==> images/layer_met4.png <==
Drawn at 1 px/um.
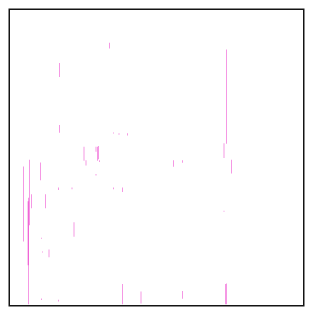
==> images/io_placement.png <==
Drawn at 1 px/um. Pins as bars across the die edge, other pins in grey.
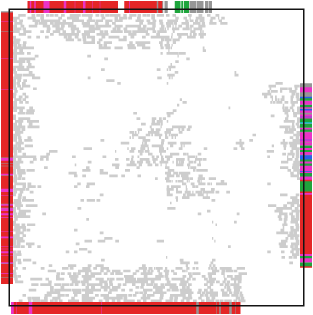
==> images/clocks.png <==
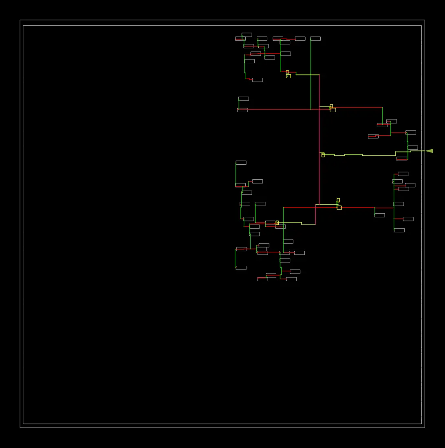
**src/rtl/aperture_bridge_pkg.sv**
```systemverilog
// Shared definitions for the aperture bridge: config page, FSM states and
// the aperture address translation helper.
package aperture_bridge_pkg;

  localparam logic [7:0]  CFG_PAGE   = 8'hFF;
  localparam int unsigned NUM_AP_DEF = 16;
  localparam int unsigned AP_IDX_W   = $clog2(NUM_AP_DEF);

  typedef enum logic [2:0] {
    S_IDLE,
    S_RD_REQ,
    S_RD_WAIT,
    S_WR_DATA,
    S_WR_REQ
  } bridge_state_t;

  // Page offset wraps mod 256; the final byte address wraps mod 2^32.
  function automatic logic [31:0] ap_translate(input logic [31:0] base,
                                               input logic [7:0]  lo,
                                               input logic [15:0] addr);
    logic [7:0] page;
    page = addr[15:8] - lo;
    return base + {16'h0000, page, addr[7:0]};
  endfunction

endpackage

```
**src/rtl/aperture_bridge_sel.sv**
```systemverilog
// Priority select over per-aperture hit flags: lowest set index wins.
module ap_priority_sel #(
  parameter int unsigned NUM_AP = 16,
  parameter int unsigned IDX_W  = 4
) (
  input  logic [NUM_AP-1:0] i_hit,
  output logic [IDX_W-1:0]  o_idx,
  output logic              o_any
);

  always_comb begin
    o_idx = '0;
    o_any = 1'b0;
    for (int unsigned i = 0; i < NUM_AP; i++) begin
      if (i_hit[i] && !o_any) begin
        o_idx = IDX_W'(i);
        o_any = 1'b1;
      end
    end
  end

endmodule

```
**src/rtl/aperture_bridge.sv**
```systemverilog
// Bridges A8 accesses that hit an enabled aperture into single SDRAM byte
// reads/writes, returning read data to the host bus drivers.
module aperture_bridge
  import aperture_bridge_pkg::*;
#(
  parameter int unsigned NUM_AP = 16
) (
  input  logic                 clk,
  input  logic                 rst,
  input  logic                 a8_rw_n,
  input  logic [15:0]          a8_addr,
  input  logic [7:0]           a8_data,
  input  logic                 aValid,
  input  logic                 wValid,
  input  logic [NUM_AP-1:0]    apHit,
  input  logic [32*NUM_AP-1:0] apBase,
  input  logic [8*NUM_AP-1:0]  apLo,
  output logic                 sd_req,
  output logic                 sd_we,
  output logic [31:0]          sd_addr,
  output logic [7:0]           sd_wdata,
  input  logic                 sd_ack,
  input  logic [7:0]           sd_rdata,
  input  logic                 sd_rvalid,
  output logic [7:0]           busData,
  output logic                 busDataValid,
  output logic                 busy,
  output logic                 lateRead
);

  localparam int unsigned IDX_W = (NUM_AP > 1) ? $clog2(NUM_AP) : 1;

  bridge_state_t    r_state, w_state_nxt;
  logic             r_aval_q;
  logic [31:0]      r_sd_addr;
  logic [7:0]       r_sd_wdata;
  logic [7:0]       r_bus_data;
  logic             r_bus_valid;
  logic             r_late;

  logic [IDX_W-1:0] w_idx;
  logic             w_any;
  logic [31:0]      w_base;
  logic [7:0]       w_lo;
  logic             w_start;
  logic             w_rd_done;
  logic             w_wr_latch;

  ap_priority_sel #(
    .NUM_AP (NUM_AP),
    .IDX_W  (IDX_W)
  ) u_sel (
    .i_hit (apHit),
    .o_idx (w_idx),
    .o_any (w_any)
  );

  assign w_base  = apBase[{w_idx, 5'b00000} +: 32];
  assign w_lo    = apLo[{w_idx, 3'b000} +: 8];
  assign w_start = aValid && !r_aval_q && w_any && (a8_addr[15:8] != CFG_PAGE);

  always_comb begin
    w_state_nxt = r_state;
    w_rd_done   = 1'b0;
    w_wr_latch  = 1'b0;
    case (r_state)
      S_IDLE:
        if (w_start) w_state_nxt = a8_rw_n ? S_RD_REQ : S_WR_DATA;
      S_RD_REQ:
        if (sd_ack) begin
          // ack and rvalid together complete the read in this same cycle
          if (sd_rvalid) begin
            w_rd_done   = 1'b1;
            w_state_nxt = S_IDLE;
          end else begin
            w_state_nxt = S_RD_WAIT;
          end
        end
      S_RD_WAIT:
        if (sd_rvalid) begin
          w_rd_done   = 1'b1;
          w_state_nxt = S_IDLE;
        end
      S_WR_DATA:
        if (wValid) begin
          w_wr_latch  = 1'b1;
          w_state_nxt = S_WR_REQ;
        end else if (!aValid) begin
          w_state_nxt = S_IDLE;
        end
      S_WR_REQ:
        if (sd_ack) w_state_nxt = S_IDLE;
      default:
        w_state_nxt = S_IDLE;
    endcase
  end

  always_ff @(posedge clk) begin
    if (rst) begin
      r_state     <= S_IDLE;
      r_aval_q    <= 1'b0;
      r_sd_addr   <= '0;
      r_sd_wdata  <= '0;
      r_bus_data  <= '1;
      r_bus_valid <= 1'b0;
      r_late      <= 1'b0;
    end else begin
      r_state     <= w_state_nxt;
      r_aval_q    <= aValid;
      r_bus_valid <= 1'b0;
      r_late      <= 1'b0;
      if (r_state == S_IDLE && w_start) r_sd_addr <= ap_translate(w_base, w_lo, a8_addr);
      if (w_wr_latch) r_sd_wdata <= a8_data;
      if (w_rd_done) begin
        if (aValid) begin
          r_bus_data  <= sd_rdata;
          r_bus_valid <= 1'b1;
        end else begin
          r_late      <= 1'b1;
        end
      end
    end
  end

  assign sd_req       = (r_state == S_RD_REQ) || (r_state == S_WR_REQ);
  assign sd_we        = (r_state == S_WR_REQ);
  assign sd_addr      = r_sd_addr;
  assign sd_wdata     = r_sd_wdata;
  assign busData      = r_bus_data;
  assign busDataValid = r_bus_valid;
  assign lateRead     = r_late;
  assign busy         = (r_state != S_IDLE);

endmodule

```
**config.mk**
```make
export PLATFORM = sky130hd
export DESIGN_NAME = aperture_bridge
export DESIGN_NICKNAME = d
export VERILOG_FILES = /design/src/rtl/aperture_bridge_pkg.sv /design/src/rtl/aperture_bridge_sel.sv /design/src/rtl/aperture_bridge.sv
export SDC_FILE = /design/constraint.sdc
export NUM_CORES = 1
export LEC_CHECK = 0
export ABC_CLOCK_PERIOD_IN_PS = 10800
export CORE_AREA = 2 2 291 293
export CTS_BUF_LIST = sky130_fd_sc_hd__clkbuf_2
export CTS_CLUSTER_SIZE = 10
export DETAILED_ROUTE_END_ITERATION = 8
export DIE_AREA = 0 0 293 295
export SETUP_SLACK_MARGIN = 0.4
export SYNTH_ARGS = -nofsm -noshare
export SYNTH_HDL_FRONTEND = slang
export SYNTH_HIERARCHICAL = 1
export SYNTH_SLANG_ARGS = --single-unit
```
**constraint.sdc**
```tcl
create_clock -name clk -period 10.8 [get_ports clk]
set_input_delay 1.08 -clock clk [delete_from_list [all_inputs] [get_ports clk]]
set_output_delay 1.08 -clock clk [all_outputs]
set_load 0.05 [all_outputs]
```
==> CHANGELOG.md <==
### Changed

- Syn Nets: 1422
- Antenna violation net count after detailed routing: 0
- Placed instance area: 16960 sq um
- Cell area after layout: ~17000 sq um
- CP top delay family: AND-OR/OR-AND gates
- Actual slew at the worst max-slew pin: 1.062 ns
- Initial antenna violation count: 34
- Layer with the highest usage: met2
- Power Dens Cells: a little over 70 nW/um^2
- FF/Latch Area: about 1100 sq um
- Hold depth: 2
- CTS sink cnt: 54
- Pre-CTS WS: about 3.2 ns
- Mi-comb count: between 500 and 600
- Peak VDD IR: approximately 0.050 mV
- Clock share of power: 0.089
- Top-count cell post-synth: mux4_2
- Dominant class by area: buffers
- DRT iter0 DRCs: 439
- Die W: between 200 and 300 um
- Uppermost layer routed: met5
- Final hold vios: 0
- Input/output buffers: around 750
- Flip-flops with a built-in enable: 0
- Sum Neg Setup Slack: 0 ns
- Flop pwr share: 0.190
- Worst Setup End Kind: register
- Unrepaired setup endpoints after global routing: false
- Via-per-instance ratio: between 3 and 4
- Dominant flop cell: dfxtp_1
- Logic power comb: approximately 0.88 mW
- Layout cells sized above 1: 0.1482
- Post-cts sizing count: 0
- CTS max path bufs: 2
- Clock net power: around 0.11 mW
- Status: finished clean
- Inverter count: 25
- Non-clk buf share: 0.4462
- Core Area: 83160 sq um
- Crit path launch type: input pin
- Comb area share: 0.4016
- YS chip area: approximately 8300 sq um
- Met2 wire length: 31.12 mm
- Final Util: 0.2047
- GRT overflow: 0
Back to the opening pictures, layer_met4.png:
The wires run mostly vertical. The longest straight run is 106 um. The layer carries 682 um of wire.

Back to the opening pictures, io_placement.png:
apBase: drawn in red, pins 512, direction input, edge 209 south, 164 west, 93 north, 46 east. apLo: drawn in magenta, pins 128, direction input, edge 41 north, 38 east, 26 west, 23 south. wValid: drawn in cyan, pins 1, direction input, edge east. sd_rdata: drawn in blue, pins 8, direction input, edge east. sd_addr: drawn in green, pins 32, direction output, edge 23 east, 9 north.

Back to the opening pictures, clocks.png:
Setup Skew: 0.05040 ns
Num CTS Buffers: 5
clock buffer count: 5
flip-flops: 54

Power is estimated from default activity; no workload was simulated.
